### Placement density heat map, run 1

Drawn at 6 px/µm. 7 x 7 tiles, from dark blue (low) to red (high), 0 to 100% covered.
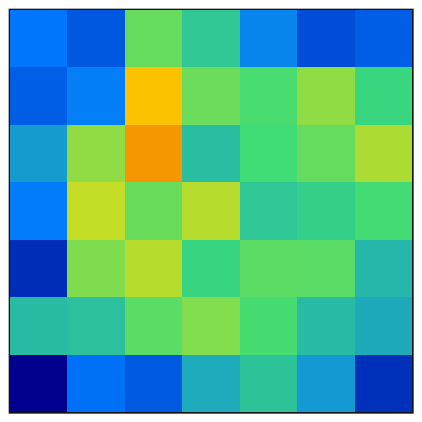
### Congestion heat map, run 1

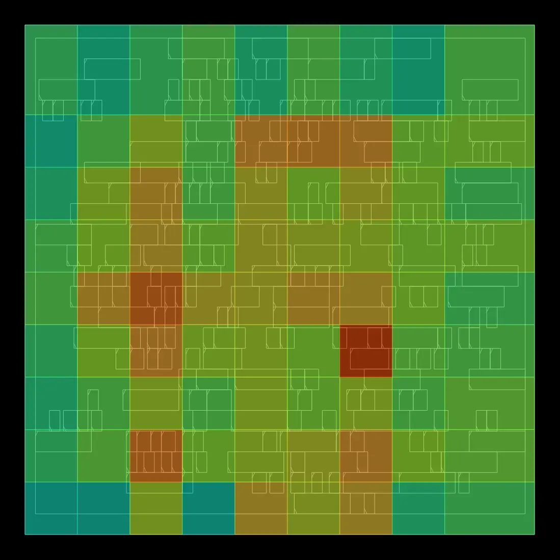
### Clock network drawn from the DEF, run 1

Drawn at 6 px/µm.
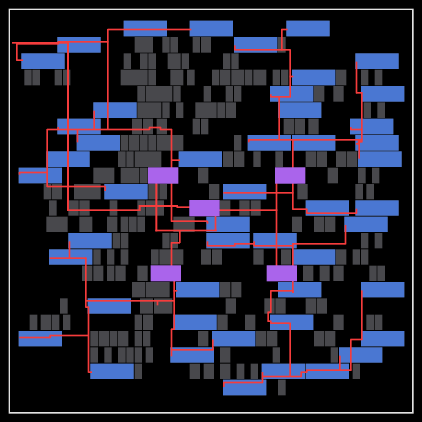
### I/O nets highlighted, run 1

Drawn at 4 px/µm.
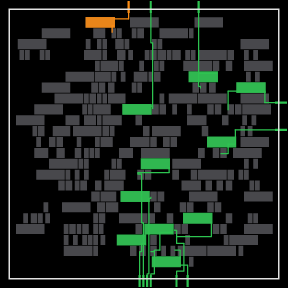
File: src/rtl/pwm_duty_meter.sv
// PWM duty meter: measures per-period high time and period (in clk cycles) of
// a PWM waveform and flags a waveform stuck high or low for TIMEOUT cycles.
module pwm_duty_meter #(
  parameter int unsigned CNT_W   = 10,
  parameter int unsigned TIMEOUT = 1000
) (
  input  logic             clk,
  input  logic             reset,
  input  logic             en,
  input  logic             pwm_in,
  output logic [CNT_W-1:0] high_cycles,
  output logic [CNT_W-1:0] period_cycles,
  output logic             meas_valid,
  output logic             stuck_high,
  output logic             stuck_low
);

  localparam logic [1:0] StIdle = 2'd0;
  localparam logic [1:0] StHigh = 2'd1;
  localparam logic [1:0] StLow  = 2'd2;

  localparam logic [CNT_W-1:0] TimeoutVal = CNT_W'(TIMEOUT);
  localparam logic [CNT_W-1:0] CntOne     = CNT_W'(1);

  // Input synchronizer and edge-detect delay stage
  logic sync1_q, sync1_d;
  logic s_q, s_d;
  logic p_q, p_d;

  // Measurement state
  logic [1:0]       state_q, state_d;
  logic [CNT_W-1:0] cnt_q, cnt_d;
  logic [CNT_W-1:0] hi_lat_q, hi_lat_d;
  logic [CNT_W-1:0] high_q, high_d;
  logic [CNT_W-1:0] period_q, period_d;
  logic             valid_q, valid_d;
  logic             stuck_high_q, stuck_high_d;
  logic             stuck_low_q, stuck_low_d;

  logic rise;
  logic fall;
  logic timeout;

  assign rise    = s_q & ~p_q;
  assign fall    = ~s_q & p_q;
  // An edge in the same cycle as saturation takes priority over the timeout.
  assign timeout = (cnt_q == TimeoutVal) & ~rise & ~fall;

  // Synchronizer runs regardless of en so edges are clean when en returns.
  always_comb begin
    sync1_d = pwm_in;
    s_d     = sync1_q;
    p_d     = s_q;
  end

  // Next-state: counter, FSM, latched results and stuck flags
  always_comb begin
    state_d      = state_q;
    cnt_d        = cnt_q;
    hi_lat_d     = hi_lat_q;
    high_d       = high_q;
    period_d     = period_q;
    valid_d      = 1'b0;
    stuck_high_d = stuck_high_q;
    stuck_low_d  = stuck_low_q;

    if (!en) begin
      // Results and flags hold; the partial period is discarded.
      state_d = StIdle;
      cnt_d   = '0;
    end else begin
      if (rise) begin
        cnt_d = CntOne;
      end else if (cnt_q < TimeoutVal) begin
        cnt_d = cnt_q + CntOne;
      end

      if (rise || fall) begin
        stuck_high_d = 1'b0;
        stuck_low_d  = 1'b0;
      end

      case (state_q)
        StIdle: begin
          if (rise) begin
            state_d = StHigh;
          end
        end
        StHigh: begin
          if (fall) begin
            hi_lat_d = cnt_q;
            state_d  = StLow;
          end
        end
        StLow: begin
          if (rise) begin
            high_d   = hi_lat_q;
            period_d = cnt_q;
            valid_d  = 1'b1;
            state_d  = StHigh;
          end
        end
        default: begin
          state_d = StIdle;
        end
      endcase

      if (timeout) begin
        stuck_high_d = s_q;
        stuck_low_d  = ~s_q;
        state_d      = StIdle;
      end
    end
  end

  // State registers with synchronous active-high reset
  always_ff @(posedge clk) begin
    if (reset) begin
      sync1_q      <= 1'b0;
      s_q          <= 1'b0;
      p_q          <= 1'b0;
      state_q      <= StIdle;
      cnt_q        <= '0;
      hi_lat_q     <= '0;
      high_q       <= '0;
      period_q     <= '0;
      valid_q      <= 1'b0;
      stuck_high_q <= 1'b0;
      stuck_low_q  <= 1'b0;
    end else begin
      sync1_q      <= sync1_d;
      s_q          <= s_d;
      p_q          <= p_d;
      state_q      <= state_d;
      cnt_q        <= cnt_d;
      hi_lat_q     <= hi_lat_d;
      high_q       <= high_d;
      period_q     <= period_d;
      valid_q      <= valid_d;
      stuck_high_q <= stuck_high_d;
      stuck_low_q  <= stuck_low_d;
    end
  end

  assign high_cycles   = high_q;
  assign period_cycles = period_q;
  assign meas_valid    = valid_q;
  assign stuck_high    = stuck_high_q;
  assign stuck_low     = stuck_low_q;

endmodule

File: config.mk
export PLATFORM = sky130hd
export DESIGN_NAME = pwm_duty_meter
export DESIGN_NICKNAME = d
export VERILOG_FILES = /design/src/rtl/pwm_duty_meter.sv
export SDC_FILE = /design/constraint.sdc
export NUM_CORES = 1
export LEC_CHECK = 0
export ABC_AREA = 1
export CORE_UTILIZATION = 45
export CTS_BUF_LIST = sky130_fd_sc_hd__clkbuf_4 sky130_fd_sc_hd__clkbuf_8
export DETAILED_ROUTE_END_ITERATION = 7
export DONT_BUFFER_PORTS = 1
export PLACE_DENSITY = 0.57
export REMOVE_ABC_BUFFERS = 1
export SYNTH_ARGS = -nofsm -noshare
export SYNTH_HDL_FRONTEND = slang
export SYNTH_SLANG_ARGS = --single-unit
File: constraint.sdc
create_clock -name clk -period 3.7 [get_ports clk]
set_input_delay 0.555 -clock clk [delete_from_list [all_inputs] [get_ports clk]]
set_output_delay 0.555 -clock clk [all_outputs]
set_load 0.01 [all_outputs]
==> run summary, run 1 <==
yosys + openroad results -> reg2reg start=p_q$_SDFF_PP0_, final worst path period need=1.93 ns, Max Root-Sink Buffers=2, initial drt markers=66, most frequent CP cell=inv_1, area post-placement=1920 µm², Post-CTS Setup Repair Bufs=0, DR WL/cell=12.1 µm, max-slew violations=0, yosys xor share=0.921%, Area leader share=50.5%, WP data required=3.93 ns, Pre-antenna DRT Iters=4, Power Density=423 nW/µm², max_cap viols=0, Crit Reg-Reg Endpoint=period_cycles[5]$_SDFFE_PP0P_, Slew HR=49.2%, MUX share of area=0%, area leader, netlist=dfxtp_1, flip-flops with a built-in enable=0, final tally of setup violations=0, Crit Path Class=flip-flop to flip-flop, vias in the first global route=1307, Worst Path Max Fanout=29, Largest delay share family, worst path=buffers and inverters, Top non-seq family=simple AND/OR/NAND/NOR gates, worst setup path start=p_q$_SDFF_PP0_, final worst-path cycle share=52.2%, routability congestion estimate from global placement=0.781, Worst EP arrival=2.16 ns, most frequent cell after synthesis=dfxtp_1, setup TNS=0 ns, min-delay src=reset, Chip Width=67.0 µm, Num Clock Sinks=48, CP startpoint kind=flip-flop, Netlist Area Pre-Place=1900 µm², Root Driver=clkbuf_8, WL final=3.48 mm, P_leak=0.000833 µW, antenna cells=0, # DRC=0, Resize count post-CTS=0, H-tree Lvls=2, simple share=20.5%, Layout Nets=246, R2R setup slack=1.77 ns, instance count on the critical path=6, Yosys Chip Area=1900 µm², CP endpoint kind=flip-flop, largest net degree at the start of global routing=32, GRT overflow=0, final instance area=2010 µm², DR vias/cell=4.97, Hold Crit Endpoint=stuck_low$_SDFFE_PP0P_, Worst path slowest cell=inv_1, worst path buffer plus inverter count=2, adder share=2.63%, CP Cell Sequence=inv_1 -> ha_1 -> nand3_2 -> inv_1 -> o21ai_0 -> a21oi_1, RSZ-0062 raised after global routing=no, status=finished, final reports clean, die y size=67.0 µm, top cells by count=dfxtp_1 (48), nor2_1 (38), o21ai_0 (34), dpl hpwl=2.43 mm, actual slew at the worst max-slew pin=0.761 ns, FMAX=518 MHz, CTS tree=built, Area growth syn-to-layout=5.46%, Ys Warns=0, Synth Seq Share=50.5%, initial antenna violation count=0, Synth Instances=239, die area=4490 µm², clock-pin slew on the worst setup and hold paths=0.09 ns, Peak supply drop=0.200 mV, ys async rst share=0%, Worst Hold Class=primary input to flip-flop, Rows=23, Worst path max stage delay=0.64 ns, ys cells=239, Setup crit end=period_cycles[5]$_SDFFE_PP0P_, tool warnings=27, Hold Fails Final Rpt=0, post-synth cell types=26, hold depth=1, Flops after synth=48, Inserted Clock Buffers=5, gr usage total=17.7%, first-pass GRT wire length=6.04 mm, Routed Antenna Nets=0, Worst Reg2Reg Path Length in Cells=6, top cells by area=dfxtp_1 (51%), o21ai_0 (8.9%), nor2_1 (7.5%), Syn Area/Cell=7.96 µm², share of layout cells above drive strength 1=10.0%, ao+oa area frac=17.2%, Top FF cell, synth=dfxtp_1, Hold-fix buffers, CTS=0
Notes on 'Placement density heat map' above:
nearly empty tiles: 2.0%
mean over tiles: 43%
tiles over 75% full: 4.1%
fullest tile: 83%
floorplan utilization: 47.2%
Core ar.: 4030 µm²
Final Core Density: 49.8%

Notes on 'Congestion heat map' above:
routing usage on met1: 23.7%
met2 usage: 27.6%

Notes on 'Clock network drawn from the DEF' above:
[clock wires] red | length: 537 µm
[flip-flops] blue | count: 48
[clock drivers] purple | count: 5
routed clock nets: 6
flops lie: widely spread
Final Skew: 0.00617 ns
clock network power share: 35.8%
Clock Latency Late Sink: 0.29 ns
clock-net power: 304 µW

Notes on 'I/O nets highlighted' above:
| port | color | direction | end cells | buffers | wire |
|---|---|---|---|---|---|
| `period_cycles` | green | output | 10 | 0 | 211 µm |
| `stuck_low` | orange | output | 1 | 0 | 7.80 µm |
port bufs: 0
I/O Pins: 27

[run 1: per-stage QoR]
stage	std cells	setup WS [ns]	total power [µW]	utilization, %	hold slack [ns]
6_report	289	1.77	849	49.8	0.307
5_1_grt	289	1.50	889	49.8	0.291
4_1_cts	289	1.72	861	49.8	0.295
3_5_place_dp	281	1.75	558	47.6	0.398
3_3_place_gp	281	1.85	558	47.6	0.391
2_1_floorplan	231	2.18	552	-	0.388
[run 1: layout by cell type, fill, tap and decap left out]
master     n
nand2_1   27
nand2_2    1
nand3_1    6
nand3_2    4
nor3_1     1
nor2_4     2
inv_1     27
xor2_1     2
a21oi_1   25
a211oi_2   1
o22ai_1    1
clkbuf_8   5
o21ai_1    1
nand4_1    1
inv_2      2
clkinv_4   1
a21oi_2    1
nand2_4    1
nor2_2     3
clkinv_2   2
dfxtp_1   48
or2_2      1
nor2_1    38
ha_1       4
o21ai_0   34
[run 1: routing by layer]
layer,part of all wire [%],GRT usage (%),vias to the layer above
li1,-,-,765
met1,52,23.7,639
met2,44,27.6,28
met3,3.2,3.77,4
met4,1.1,6.38,0
met5,0,0,-
[run 1: cell type report]
cell class | count | area [µm²]
fill | 418 | 2020
sequential | 48 | 961
multi-input combinational | 154 | 786
inverter | 29 | 109
clock buffer | 5 | 68.8
tap | 50 | 62.6
clock inverter | 3 | 18.8
[run 1: state kept, by name (all words and copies together), names as in the netlist]
register,cells
period_cycles,10
p_d,1
stuck_high,1
s_d,1
meas_valid,1
high_cycles,10
p_q,1
cnt_q,10
hi_lat_q,10
stuck_low,1
state_q,2
[run 1: power breakdown]
| part | internal (µW) | leakage [µW] | total [µW] | switching, µW |
|---|---|---|---|---|
| clock network | 132 | 0.0000479 | 304 | 172 |
| logic | 7.58 | 0.000397 | 24.3 | 16.7 |
| registers | 519 | 0.000387 | 521 | 2.06 |
### The metal 3 layer, run 1

Drawn at 8 px/µm. Cells faint in the background.
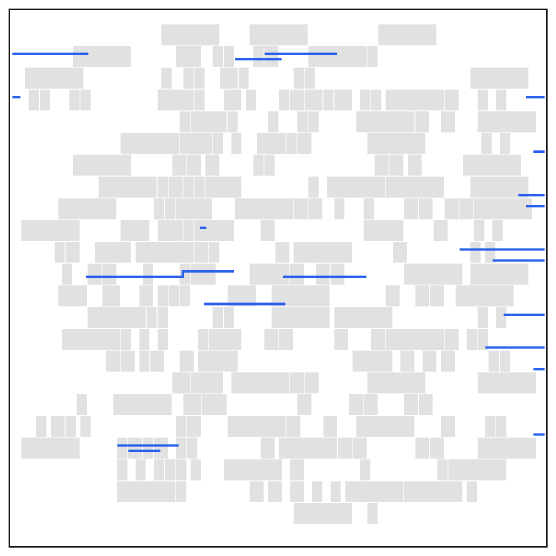

==> run 2, diff against run 1 <==
Settings changed: PLACE_DENSITY 0.57 to 0.59.
Clock period 3.7 ns to 1.7 ns, I/O delays scaled along.
### The metal 3 layer, run 2

Drawn at 8 px/µm. Cells faint in the background.
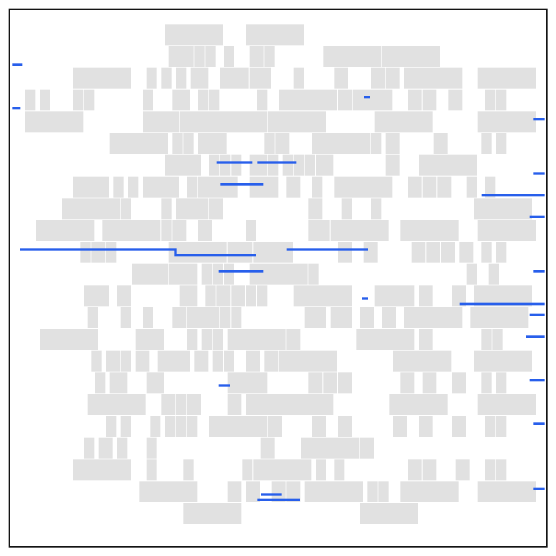
longest straight run: 19.3 µm
wire length on this layer: 100 µm
nets with wire on the layer: 18

==> run 2 against run 1 <==
  * Clock-buffer cell count stayed put
  * Die size stayed put
  * Global-route usage grew 0.27 points
  * Setup slack worse by 1.4 ns
  * Utilization up 2.0 points
  * Maximum frequency grew 40%
  * Critical path type unchanged
  * Largest power group unchanged
  * Highest routed layer unchanged
==> run summary, run 2 <==
yosys + openroad results -> Seq pwr share=53.3% (-8.1 points), instance count on the critical path=10 (+4), Hold Fails Final Rpt=0 (unchanged), Num Clock Sinks=48 (unchanged), # fillers=412 (-1.4%), Area growth syn-to-layout=9.74%, Peak supply drop=0.418 mV (+110%), max-slew violations=0 (unchanged), Netlist Area Pre-Place=1900 µm² (unchanged), Top cell excl fill/tap=dfxtp_1, Post-CTS Setup Repair Bufs=0 (unchanged), Crit Reg-Reg Endpoint=stuck_low$_SDFFE_PP0P_, floorplan utilization=47.2% (unchanged), Flops after synth=48 (unchanged), worst path buffer plus inverter count=2 (unchanged), Final Skew=0.00234 ns (-0.00383 ns), WL final=3.45 mm (-0.89%), share of layout cells above drive strength 1=11.1% (+1.1 points), Max Root-Sink Buffers=2 (unchanged), Chip Width=67.0 µm (unchanged), Yosys Chip Area=1900 µm² (unchanged), top cells by count=dfxtp_1 (48), nor2_1 (38), o21ai_0 (34), Clock Latency Late Sink=0.29 ns (about the same), antenna cells=0 (unchanged), Hold Crit Endpoint=p_d$_SDFF_PP0_, CP startpoint kind=flip-flop, actual slew at the worst max-slew pin=0.256 ns (-0.506 ns), Gate Area=786 µm² (unchanged), DR WL/cell=11.8 µm (-2.2%), CTS tree=built, Worst Reg2Reg Path Length in Cells=10 (+4), routability congestion estimate from global placement=0.751 (-3.9%), H-tree Lvls=2 (unchanged), initial drt markers=72 (+9.1%), Syn Area/Cell=7.96 µm² (unchanged), initial antenna violation count=0 (unchanged), min-delay src=reset, final worst path period need=1.38 ns (-0.551 ns), die y size=67.0 µm (unchanged), Top FF cell, synth=dfxtp_1, largest net degree at the start of global routing=31 (-3.1%), Worst path max stage delay=0.33 ns (-0.31 ns), GRT overflow=0 (unchanged), Switching Share=18.8% (-3.7 points), P_int=1730 µW (+160%), ys cells=239 (unchanged), Worst EP arrival=1.58 ns (-0.58 ns), Largest delay share family, worst path=simple AND/OR/NAND/NOR gates, gr usage total=18.0% (+0.27 points), clock-pin slew on the worst setup and hold paths=0.08 ns (about the same), Hold-fix buffers, CTS=1 (+1), Layout Nets=251 (+2.0%), Ys Warns=0 (unchanged), dpl hpwl=2.42 mm (-0.38%), post-synth cell types=26 (unchanged), FMAX=725 MHz (+40%), Worst Hold Class=primary input to flip-flop, I/O Pins=27 (unchanged), CP Cell Sequence=inv_1 -> ha_1 -> inv_1 -> nand2_1 -> nor2_1 -> nand3_2 -> nand2_1 -> nand2_1 -> nand2_1 -> a21oi_2, RSZ-0062 raised after global routing=no, Power Density=1020 nW/µm² (+140%), # DRC=0 (unchanged), most frequent cells in the layout=dfxtp_1 (48), nor2_1 (38), o21ai_0 (34), inv_1 (27), nand2_1 (27), Core ar.=4030 µm² (unchanged), Comb pwr share=2.7% (-0.2 points), tool warnings=27 (unchanged), status=finished, final reports clean, Resize count post-CTS=0 (unchanged), area post-placement=1950 µm² (+1.6%), most frequent CP cell=nand2_1, hold depth=1 (unchanged), top cells by area=dfxtp_1 (51%), o21ai_0 (8.9%), nor2_1 (7.5%), final worst-path cycle share=81.1% (+29 points), area leader, netlist=dfxtp_1, Area leader share=50.5% (unchanged), first-pass GRT wire length=5.96 mm (-1.3%), DR vias/cell=4.98 (+0.21%), CP endpoint kind=flip-flop, port bufs=0 (unchanged), die area=4490 µm² (unchanged), reg2reg start=p_q$_SDFF_PP0_, most frequent cell after synthesis=dfxtp_1, Routed Antenna Nets=0 (unchanged), ys async rst share=0% (unchanged), P_leak=0.000873 µW (+4.9%), Worst Path Max Fanout=4 (-86%), setup TNS=0 ns (unchanged), Rows=23 (unchanged), Inserted Clock Buffers=5 (unchanged), Worst path slowest cell=dfxtp_1, Sequential Area=961 µm² (unchanged), vias in the first global route=1307 (unchanged), Net Sw Power=400 µW (+110%), max_cap viols=0 (unchanged), Crit Path Class=flip-flop to flip-flop, clock network power share=44.0% (+8.2 points), worst setup path start=p_q$_SDFF_PP0_, Slew HR=82.9% (+34 points), Pre-antenna DRT Iters=4 (unchanged), Synth Instances=239 (unchanged), WP data required=1.90 ns (-2.03 ns), R2R setup slack=0.32 ns (-1.45 ns)
[run 2: cell counts after synthesis]
No cell type changed its count.
[run 2: area by class of cell]
cell class,count,area share [%]
tap,50,3.00
timing repair buffer,5,1.92
clock buffer,5,3.30
inverter,29,5.22
sequential,48,46.0
clock inverter,2,2.88
multi-input combinational,154,37.6
[run 2: metrics by stage]
| stage | setup WS [ns] | instances | hold WS (ns) | util, % | total power, µW |
|---|---|---|---|---|---|
| floorplan | 0.177 | 231 | 0.317 | - | 1200 |
| global placement | 0.352 | 285 | 0.319 | 48.4 | 1220 |
| detailed placement | 0.335 | 285 | 0.319 | 48.4 | 1220 |
| CTS | 0.306 | 293 | 0.00694 | 51.8 | 2160 |
| global route | 0.161 | 293 | 0.00284 | 51.8 | 2210 |
| finish | 0.321 | 293 | 0.0183 | 51.8 | 2130 |
[run 2: power groups by stage]
stage / Clock, µW / Combinational (µW) / Sequential, µW
2_1_floorplan: 0 / 42.0 / 1160
4_1_cts: 971 / 57.9 / 1130
3_3_place_gp: 0 / 55.2 / 1160
3_5_place_dp: 0 / 55.1 / 1160
6_report: 937 / 56.8 / 1130
5_1_grt: 1010 / 66.2 / 1140
[run 2: routing by layer]
metal	part of all wire, %	routed length, µm	global-route usage (%)	up-vias
met3	2.9	100	3.77	7
li1	-	-	-	769
met1	51	1750	24.1	654
met4	1.8	62	8.78	0
met2	45	1540	27.0	29
met5	0	0	0	-
[run 2: kinds of logic (layout without fill, tap and decap cells)]
group,after synthesis,count (layout),share of synthesized area [%]
and+or+nand+nor,85,85,20.5
AOI/OAI and AO/OA,63,63,17.2
DFF,48,48,50.5
buffers and inverters,37,41,8.16
adders and majority gates,4,4,2.63
xor gates and xnor gates,2,2,0.921
### I/O nets highlighted, run 2

Drawn at 4 px/µm.
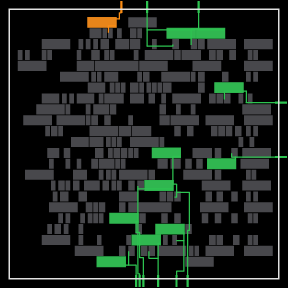

==> run 3, diff against run 2 <==
Settings changed: PLACE_DENSITY 0.59 to 0.57.
Clock period 1.7 ns to 1.3 ns, I/O delays scaled along.
### I/O nets highlighted, run 3

Drawn at 4 px/µm.
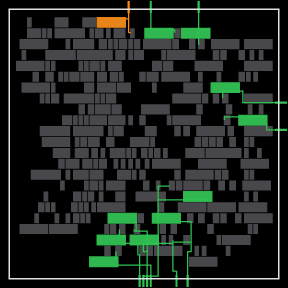
| port | color | direction | end cells | buffers | wire |
|---|---|---|---|---|---|
| `period_cycles` | green | output | 10 | 0 | 187 µm |
| `stuck_low` | orange | output | 1 | 0 | 6.80 µm |

==> run 3 against run 2 <==
  * Clock-buffer cell count rose by 1
  * Combinational power grew 97%
  * Setup slack lost 0.30 ns
  * Register-to-register slack got worse by 0.30 ns
  * Sequential cell count unchanged
  * Critical path type is now primary input to flip-flop
==> run summary, run 3 <==
yosys + openroad results -> status=finished, final reports clean, die y size=67.0 µm (unchanged), reg2reg start=p_q$_SDFF_PP0_, met2 WL=1.67 mm (+8.2%), R2R setup slack=0.03 ns (-0.30 ns), Highest Signal Layer=met4, met1 wire length=2.04 mm (+17%), initial antenna violation count=0 (unchanged), global routing's busiest layer=met2, Max Root-Sink Buffers=2 (unchanged), tool warnings=28 (+3.7%), clock-pin slew on the worst setup and hold paths=0.09 ns (about the same), final worst path period need=1.27 ns, Flops after synth=48 (unchanged), DR WL/cell=12.7 µm (+7.6%), Global Route met3 Usage=3.94% (+0.17 points), final hold slack=0.0722 ns (+0.0539 ns), CTS tree=built, Chip Width=67.0 µm (unchanged), most frequent cell after synthesis=dfxtp_1, Core ar.=4030 µm² (unchanged), most frequent cells in the layout=dfxtp_1 (41), nor2_1 (37), o21ai_0 (29), nand2_1 (26), a21oi_1 (25), Worst Path Max Fanout=4 (unchanged), met2 usage=26.8% (-0.25 points), Layout Nets=265 (+5.6%), max-slew violations=0 (unchanged), # fillers=374 (-9.2%), dpl hpwl=2.57 mm (+6.5%), routing usage on met1=25.1% (+1.0 points), setup ws final=0.0256 ns (-0.296 ns), max_cap viols=0 (unchanged), Slew HR=84.2% (+1.3 points), routability congestion estimate from global placement=0.805 (+7.3%), Crit Reg-Reg Endpoint=cnt_q[1]$_SDFFE_PP0N_, WL final=3.91 mm (+13%), # DRC=0 (unchanged), setup TNS=0 ns (unchanged), Area growth syn-to-layout=18.7%, Crit Path Class=primary input to flip-flop, vias in the first global route=1331 (+1.8%), area post-placement=2040 µm² (+4.8%), Inserted Clock Buffers=5 (unchanged), Final Skew=0.00820 ns (+0.00586 ns), top cells by area=dfxtp_1 (51%), o21ai_0 (8.9%), nor2_1 (7.5%), area leader, netlist=dfxtp_1, Peak supply drop=0.545 mV (+30%), CP startpoint kind=primary input, ys cells=239 (unchanged), Netlist Area Pre-Place=1900 µm² (unchanged), port bufs=0 (unchanged), Top FF cell, synth=dfxtp_1, H-tree Lvls=2 (unchanged), Non-Filler Instances=308 (+5.1%), P_leak=0.000936 µW (+7.3%), Clock Latency Late Sink=0.30 ns (about the same), Num Clock Sinks=48 (unchanged), placed cells=294 (+3.2%), Area leader share=50.5% (unchanged), ys async rst share=0% (unchanged), Rows=23 (unchanged), CP endpoint kind=flip-flop, Worst Reg2Reg Path Length in Cells=6 (-4), floorplan utilization=47.2% (unchanged), largest net degree at the start of global routing=31 (unchanged), DR vias/cell=5.09 (+2.2%), final worst-path cycle share=98.0%, GRT overflow=0 (unchanged), Place WS=0.00384 ns (-0.331 ns), Routed Antenna Nets=0 (unchanged), FMAX=785 MHz, Ys Warns=0 (unchanged), Worst EP arrival=1.46 ns (-0.12 ns), WP data required=1.49 ns (-0.41 ns), Pwr Total=2520 µW (+18%), Top cell excl fill/tap=dfxtp_1, Hold Fails Final Rpt=0 (unchanged), post-synth cell types=26 (unchanged), Syn Area/Cell=7.96 µm² (unchanged), RSZ-0062 raised after global routing=yes, gr usage total=18.1% (+0.11 points)
[run 3: cell counts after synthesis]
Identical to the previous run, type by type.
[run 3: repair_timing]
item / CTS / global route
hold endpoints to repair: 5 / 0
buffers inserted: 0 / 1
endpoints found under the setup margin: 4 / 25
pin swaps: 0 / 4
resized: 3 / 23
cloned: 0 / 2
hold buffers: 3 / 0
[run 3: power breakdown]
part	switching [µW]	internal (µW)	leakage (µW)
sequential	5.85	1480	0.000390
combinational	61.5	50.7	0.000502
clock	491	431	0.0000434
[run 3: cell type report]
class	instances	area, µm²	share of cell area (%)
timing repair inverter	1	5.00	0.222
tap	50	62.6	2.77
timing repair buffer	18	185	8.20
clock inverter	2	15.0	0.665
clock buffer	6	82.6	3.66
multi-input combinational	154	821	36.4
sequential	48	970	43.0
inverter	29	116	5.16
[run 3: worst min path at each step]
stage                from                       to  cells after the start
floorplan           reset   stuck_low$_SDFFE_PP0P_                      1
global placement    reset   stuck_low$_SDFFE_PP0P_                      1
detailed placement  reset   stuck_low$_SDFFE_PP0P_                      1
CTS                 reset  stuck_high$_SDFFE_PP0P_                      3
global route        reset  stuck_high$_SDFFE_PP0P_                      3
finish              reset  stuck_high$_SDFFE_PP0P_                      3
[run 3: logic make-up (layout without fill, tap and decap cells)]
| group | count (synthesis) | count (layout) | share of synthesized area (%) |
|---|---|---|---|
| AOI/OAI and AO/OA | 63 | 63 | 17.2 |
| xor gates and xnor gates | 2 | 2 | 0.921 |
| adders and majority gates | 4 | 4 | 2.63 |
| buffers and inverters | 37 | 56 | 8.16 |
| DFF | 48 | 48 | 50.5 |
| and+or+nand+nor | 85 | 85 | 20.5 |
[run 3: critical path, stage by stage]
cell	delay, ns
dlygate4sd3_1	0.65
nor2_1	0.07
dlygate4sd3_1	0.55
Power and IR drop assume default switching activity.
